$ cat src/rtl/turn_signal_sequencer_if.sv
// Purpose : Bundles the driver switch requests and the rear-lamp outputs of
//           the turn signal sequencer into one port.
// Signals : left_req/right_req/hazard_req/brake_req  switch levels (async)
//           lamp_l {La,Lb,Lc}, lamp_r {Rc,Rb,Ra}     lamp drivers, bit0 innermost
//           mode (00 idle, 01 left, 10 right, 11 hazard), busy, tick_out
// Modports: master drives requests and watches lamps; slave is the sequencer.
interface turn_signal_sequencer_if;
    logic       left_req;
    logic       right_req;
    logic       hazard_req;
    logic       brake_req;
    logic [2:0] lamp_l;
    logic [2:0] lamp_r;
    logic [1:0] mode;
    logic       busy;
    logic       tick_out;

    modport master (
        output left_req, right_req, hazard_req, brake_req,
        input  lamp_l, lamp_r, mode, busy, tick_out
    );

    modport slave (
        input  left_req, right_req, hazard_req, brake_req,
        output lamp_l, lamp_r, mode, busy, tick_out
    );
endinterface

$ cat src/rtl/turn_signal_sequencer.sv
// Purpose : Rear-lamp sequencer. Synchronizes the driver switches, divides the
//           clock down to an animation step, arbitrates left/right/hazard/brake
//           and walks a 4-phase blink pattern on the selected side(s).
// Ports   : clk    system clock, rising edge
//           reset  synchronous, active-low; clears every flop
//           bus    turn_signal_sequencer_if.slave (requests in, lamps out)
//
// state  | meaning
// IDLE   | no turn animation; lamps show brake only
// LEFT   | left side animates, right side shows brake
// RIGHT  | right side animates, left side shows brake
// HAZARD | both sides animate together, brake ignored
// phase 0 is the off gap; phases 1..3 light 1, 2, 3 lamps from the inside out.
module turn_signal_sequencer #(
    parameter int TICK_DIV = 12_500_000
) (
    input logic                    clk,
    input logic                    reset,
    turn_signal_sequencer_if.slave bus
);
    localparam int               CNT_W   = $clog2(TICK_DIV);
    localparam logic [CNT_W-1:0] CNT_MAX = CNT_W'(TICK_DIV - 1);

    typedef enum logic [1:0] {
        IDLE   = 2'b00,
        LEFT   = 2'b01,
        RIGHT  = 2'b10,
        HAZARD = 2'b11
    } mode_e;

    // bit order: {brake, hazard, right, left}
    logic [3:0]       sync1_q, sync2_q;
    logic [CNT_W-1:0] cnt_q, cnt_d;
    logic             tick_q, tick_d;
    mode_e            mode_q, mode_d;
    logic [1:0]       phase_q, phase_d;
    logic [2:0]       lamp_l_q, lamp_l_d;
    logic [2:0]       lamp_r_q, lamp_r_d;
    logic             busy_q, busy_d;

    logic left_s, right_s, brake_s, haz_s;
    logic [2:0] pattern, brk;

    assign left_s  = sync2_q[0];
    assign right_s = sync2_q[1];
    assign brake_s = sync2_q[3];
    // both turn switches at once is treated as a hazard request
    assign haz_s   = sync2_q[2] | (sync2_q[0] & sync2_q[1]);

    always_ff @(posedge clk) begin
        if (!reset) begin
            sync1_q  <= '0;
            sync2_q  <= '0;
            cnt_q    <= '0;
            tick_q   <= 1'b0;
            mode_q   <= IDLE;
            phase_q  <= 2'd0;
            lamp_l_q <= 3'b000;
            lamp_r_q <= 3'b000;
            busy_q   <= 1'b0;
        end else begin
            sync1_q  <= {bus.brake_req, bus.hazard_req, bus.right_req, bus.left_req};
            sync2_q  <= sync1_q;
            cnt_q    <= cnt_d;
            tick_q   <= tick_d;
            mode_q   <= mode_d;
            phase_q  <= phase_d;
            lamp_l_q <= lamp_l_d;
            lamp_r_q <= lamp_r_d;
            busy_q   <= busy_d;
        end
    end

    always_comb begin
        cnt_d   = (cnt_q == CNT_MAX) ? '0 : cnt_q + 1'b1;
        tick_d  = (cnt_q == CNT_MAX);
        mode_d  = mode_q;
        phase_d = phase_q;

        if (tick_q) begin
            if (phase_q == 2'd0) begin
                // blink boundary: re-arbitrate from scratch
                if (haz_s) begin
                    mode_d  = HAZARD;
                    phase_d = 2'd1;
                end else if (left_s) begin
                    mode_d  = LEFT;
                    phase_d = 2'd1;
                end else if (right_s) begin
                    mode_d  = RIGHT;
                    phase_d = 2'd1;
                end else begin
                    mode_d  = IDLE;
                    phase_d = 2'd0;
                end
            end else begin
                case (mode_q)
                    LEFT: begin
                        if (haz_s) begin
                            mode_d  = HAZARD;
                            phase_d = 2'd1;
                        end else if (!left_s) begin
                            mode_d  = IDLE;
                            phase_d = 2'd0;
                        end else begin
                            phase_d = phase_q + 2'd1;
                        end
                    end
                    RIGHT: begin
                        if (haz_s) begin
                            mode_d  = HAZARD;
                            phase_d = 2'd1;
                        end else if (!right_s) begin
                            mode_d  = IDLE;
                            phase_d = 2'd0;
                        end else begin
                            phase_d = phase_q + 2'd1;
                        end
                    end
                    HAZARD: begin
                        if (!haz_s) begin
                            mode_d  = IDLE;
                            phase_d = 2'd0;
                        end else begin
                            phase_d = phase_q + 2'd1;
                        end
                    end
                    default: begin
                        // IDLE never has a nonzero phase; force it back
                        mode_d  = IDLE;
                        phase_d = 2'd0;
                    end
                endcase
            end
        end

        case (phase_d)
            2'd1:    pattern = 3'b001;
            2'd2:    pattern = 3'b011;
            2'd3:    pattern = 3'b111;
            default: pattern = 3'b000;
        endcase

        // lamps follow brake every clock, not just on ticks
        brk = {3{brake_s}};

        case (mode_d)
            LEFT: begin
                lamp_l_d = pattern;
                lamp_r_d = brk;
            end
            RIGHT: begin
                lamp_l_d = brk;
                lamp_r_d = pattern;
            end
            HAZARD: begin
                lamp_l_d = pattern;
                lamp_r_d = pattern;
            end
            default: begin
                lamp_l_d = brk;
                lamp_r_d = brk;
            end
        endcase

        busy_d = (mode_d != IDLE);
    end

    assign bus.lamp_l   = lamp_l_q;
    assign bus.lamp_r   = lamp_r_q;
    assign bus.mode     = mode_q;
    assign bus.busy     = busy_q;
    assign bus.tick_out = tick_q;
endmodule
$ cat src/flat_wrapper.sv
// flat-port wrapper written by rule: the top's interface ports become plain ports
module turn_signal_sequencer_flat 
#(
    parameter int TICK_DIV = 12_500_000
)
  (clk, reset, bus_left_req, bus_right_req, bus_hazard_req, bus_brake_req, bus_lamp_l, bus_lamp_r, bus_mode, bus_busy, bus_tick_out);
  turn_signal_sequencer_if bus_i ();
  input logic clk;
  input logic reset;
  input wire logic [$bits(bus_i.left_req)-1:0] bus_left_req;
  input wire logic [$bits(bus_i.right_req)-1:0] bus_right_req;
  input wire logic [$bits(bus_i.hazard_req)-1:0] bus_hazard_req;
  input wire logic [$bits(bus_i.brake_req)-1:0] bus_brake_req;
  output wire logic [$bits(bus_i.lamp_l)-1:0] bus_lamp_l;
  output wire logic [$bits(bus_i.lamp_r)-1:0] bus_lamp_r;
  output wire logic [$bits(bus_i.mode)-1:0] bus_mode;
  output wire logic [$bits(bus_i.busy)-1:0] bus_busy;
  output wire logic [$bits(bus_i.tick_out)-1:0] bus_tick_out;
  assign bus_i.left_req = bus_left_req;
  assign bus_i.right_req = bus_right_req;
  assign bus_i.hazard_req = bus_hazard_req;
  assign bus_i.brake_req = bus_brake_req;
  assign bus_lamp_l = bus_i.lamp_l;
  assign bus_lamp_r = bus_i.lamp_r;
  assign bus_mode = bus_i.mode;
  assign bus_busy = bus_i.busy;
  assign bus_tick_out = bus_i.tick_out;
  turn_signal_sequencer #(.TICK_DIV(TICK_DIV)) u_core (.clk(clk), .reset(reset), .bus(bus_i));
endmodule
$ cat config.mk
export PLATFORM = sky130hd
export DESIGN_NAME = turn_signal_sequencer_flat
export DESIGN_NICKNAME = d
export VERILOG_FILES = /design/src/rtl/turn_signal_sequencer_if.sv /design/src/rtl/turn_signal_sequencer.sv /design/src/flat_wrapper.sv
export SDC_FILE = /design/constraint.sdc
export NUM_CORES = 1
export LEC_CHECK = 0
export ABC_CLOCK_PERIOD_IN_PS = 3700
export CORE_ASPECT_RATIO = 0.9
export CORE_UTILIZATION = 60
export DETAILED_ROUTE_END_ITERATION = 8
export PLACE_DENSITY_LB_ADDON = 0.08
export SYNTH_ARGS = -nofsm -noshare
export SYNTH_HDL_FRONTEND = slang
export SYNTH_SLANG_ARGS = --single-unit
$ cat constraint.sdc
create_clock -name clk -period 3.7 [get_ports clk]
set_input_delay 0.555 -clock clk [delete_from_list [all_inputs] [get_ports clk]]
set_output_delay 0.555 -clock clk [all_outputs]
set_load 0.01 [all_outputs]
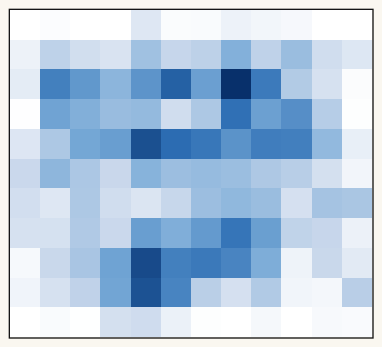
Fig. 1. Signal metal coverage by tile.
(6 px per µm) 12 x 11 tiles, from white (low) to dark blue (high), scaled to the fullest tile. Values are wire area over tile area, all layers added.
emptiest ninth of the die = south-east
tiles over half the peak = 24%
mean over tiles = 0.15
average routed wire per standard cell: 11.8 µm
Tot GR Track Use: 22.3%
routed via count: 1385
routed wire length: 3100 µm

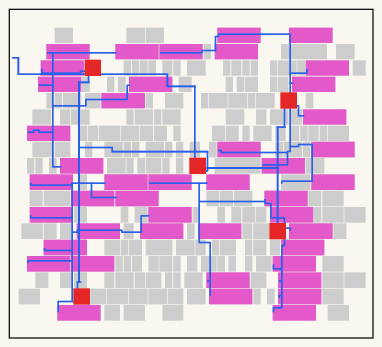
Fig. 2. Clock distribution.
(6 px per µm)
magenta -> flip-flops  # count 44
red -> cells driving clock nets  # count 5
blue -> clock wires  # length 453 µm
routed clock nets = 6
flops lie = spread over the die
Layout Skew: 0.00822 ns
Clk pwr share: 31.7%
clk latency late pin: 0.36 ns

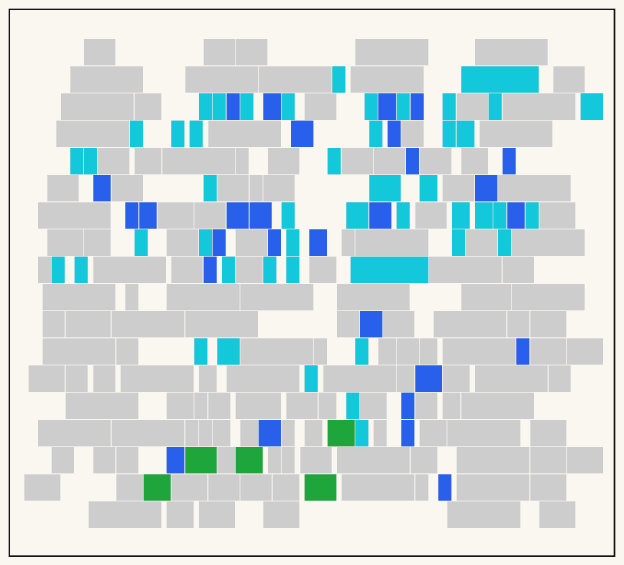
Fig. 3. Logic cells by family.
(10 px per µm)
blue -> NAND gates  # cells 28, most used nand2_1
cyan -> NOR gates  # cells 47, most used nor2_1
green -> AND-OR and OR-AND gates  # cells 5, most used a21o_1, where south

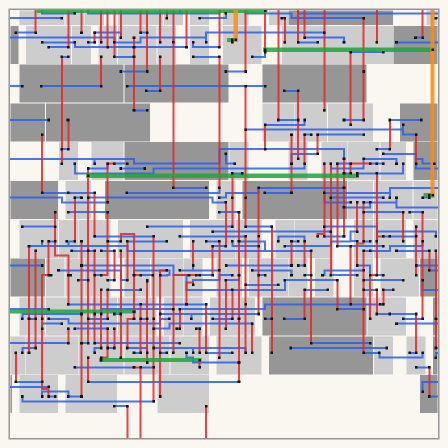
Fig. 4. Zoomed window.
Region (15, 1) to (45, 31) µm. Cells in gray, sequential cells in the stronger gray; small squares are vias.
red -> met2
blue -> met1
green -> met3
orange -> met4
sequential cells in the window = 9
netlist names of flops here include = u_core.cnt_q (5), u_core.bus.mode (2)
most frequent = inv_1 (9), dfxtp_1 (9), nor2_1 (8)
cells with their middle in the window = 73

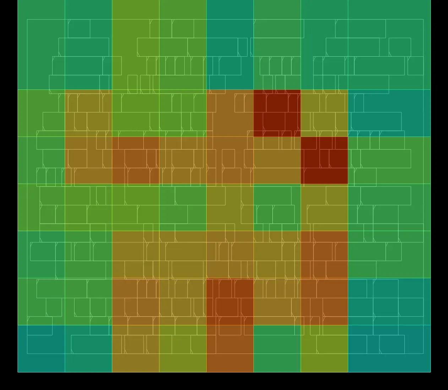
Fig. 5. Congestion heat map.
fraction of met3 tracks used by global routing: 6.38%
GR Util met1: 27.4%

==> sequential cells by signal (all words and copies together), names as in the netlist <==
register,count
u_core.bus.lamp_r,3
u_core.bus.busy,1
u_core.cnt_q,24
u_core.bus.tick_out,1
u_core.sync2_q,4
u_core.bus.lamp_l,3
u_core.bus.mode,2
u_core.phase_q,2
u_core.sync1_q,4
==> placed cells by master (no fill, tap or decap), types with 2 or more instances in the layout <==
cell                               n
sky130_fd_sc_hd__nand4_1           5
sky130_fd_sc_hd__o21ai_0           7
sky130_fd_sc_hd__nand3_1           7
sky130_fd_sc_hd__a21o_1            2
sky130_fd_sc_hd__inv_1            13
sky130_fd_sc_hd__clkbuf_4          5
sky130_fd_sc_hd__o21bai_1          2
sky130_fd_sc_hd__nor3_1            4
sky130_fd_sc_hd__nor4_4            2
sky130_fd_sc_hd__nor2_1           37
sky130_fd_sc_hd__and3_2            2
sky130_fd_sc_hd__and2_1           10
sky130_fd_sc_hd__a31oi_1           3
sky130_fd_sc_hd__a21oi_1           3
sky130_fd_sc_hd__clkdlybuf4s50_1  15
sky130_fd_sc_hd__and4_1            2
sky130_fd_sc_hd__dfxtp_1          44
sky130_fd_sc_hd__nand2_1          13
sky130_fd_sc_hd__nand2b_1          2
sky130_fd_sc_hd__xnor2_1          18
sky130_fd_sc_hd__ha_1              2
sky130_fd_sc_hd__o31ai_1           2
sky130_fd_sc_hd__xor2_1            4
==> worst max-delay path, stage by stage (launching register included) <==
cell and delay, ns:
sky130_fd_sc_hd__dfxtp_1 0.37, sky130_fd_sc_hd__ha_1 0.21, sky130_fd_sc_hd__and4_1 0.27, sky130_fd_sc_hd__nand3_1 0.10
sky130_fd_sc_hd__nor4_1 0.31, sky130_fd_sc_hd__nand2b_1 0.75, sky130_fd_sc_hd__nor2_1 0.14
==> run summary <==
Status on the layout run. The run finished with clean final reports. TritonCTS sink count landed at 44. Number of sequential storage elements landed at between 40 and 50. Non-clock buffer area fraction after layout landed at 7.24%. The number of gates resized after CTS was 0. Placed wire-length estimate landed at roughly 2300 µm. Recorded from the global router log, the overflow total was 0. Of all cell types, the one taking the most synthesized area is sky130_fd_sc_hd__dfxtp_1.

Number of antenna violations at the first check in global routing landed at 0. In the final layout, excluding clock buffers the buffer count is 15. Aoi/oai-family share of the synthesized area landed at about a tenth. The worst setup path is captured at a flip-flop. Looking at the hold checks, the worst path lands on u_core.sync2_q[1]$_SDFF_PN0_.

Multi-input logic gates represent a cell area share of 42.5%. In this run the clock root is driven by a sky130_fd_sc_hd__clkbuf_4. Per the OpenROAD power report, leakage power amounts to 0.728 nW.

Core utilization of the finished layout landed at 73.1%. After layout, the clock buffer instance count stands at 7. Final-layout setup total negative slack landed at 0 ns. Synthesized net count landed at 213.

The cell-mix breakdown from Yosys lists the adder-cell area share as approximately 1.4%. Count of tool warnings landed at 26. Amount of wire on met3 after detailed routing landed at about 170 µm. Number of synthesis warnings landed at 0.

Sequential share of power landed at between 60% and 70%. Count of non-filler cells in the finished layout landed at 263. Antenna diode count landed at 0.

Net switching fraction of the power landed at 21.6%. The max-slew check reports its worst relative slack as 40.5%. After floorplanning, the die was sized to cover 3290 µm². In this run the maximum-capacitance check reported violations numbering 0. Number of DRC markers in iteration 0 landed at 66. Count of TritonRoute iterations in the first routing pass landed at 4. At the worst endpoint, the required time is about 3.9 ns. Clock-pin slew on the worst setup and hold paths landed at 0.12 ns. The via count of the first global-routing pass came to 1234.

Setup repair after global routing left no endpoint under its margin. Height of the die landed at between 50 and 60 µm. Post-route met1 wirelength landed at 1500 µm. Multi-input logic area landed at 882 µm². Following the worst setup path forward leads to its endpoint at u_core.cnt_q[8]$_SDFF_PP0_. According to the cell report, the number of logic gates is 143. In this run the critical register-to-register path is captured at u_core.cnt_q[8]$_SDFF_PP0_. TritonCTS built the clock tree. Worst hold path depth landed at 1.

Slew at the pin closest to its max-slew limit landed at slightly below 0.9 ns. Yosys cell count landed at 205. For the worst flop-to-flop path, the logic depth is 6. Proportion of netlist area held by the largest area contributor landed at 47.9%. The pre-CTS setup check shows a worst slack of 1.42 ns. Portion of netlist area occupied by mux cells landed at 0%.

Of all flip-flops after synthesis, the portion carrying an async set or reset was 0%. The worst hold path begins at u_core.sync1_q[1]$_SDFF_PN0_. Based on the critical path, the design can be clocked at up to 0.438 GHz. Sequential power landed at 0.487 mW.

After synthesis the cells add up to 1840 µm². Post-synthesis share of cell area spent on and, or, nand and nor gates landed at between 20% and 30%. The clock network power reported by the tool is roughly 0.24 mW. Hold-check failures listed in the final report amount to 0.

Power per cell area landed at 362 nW/µm². Chip width landed at 60.4 µm.
Power is estimated from default activity; no workload was simulated.
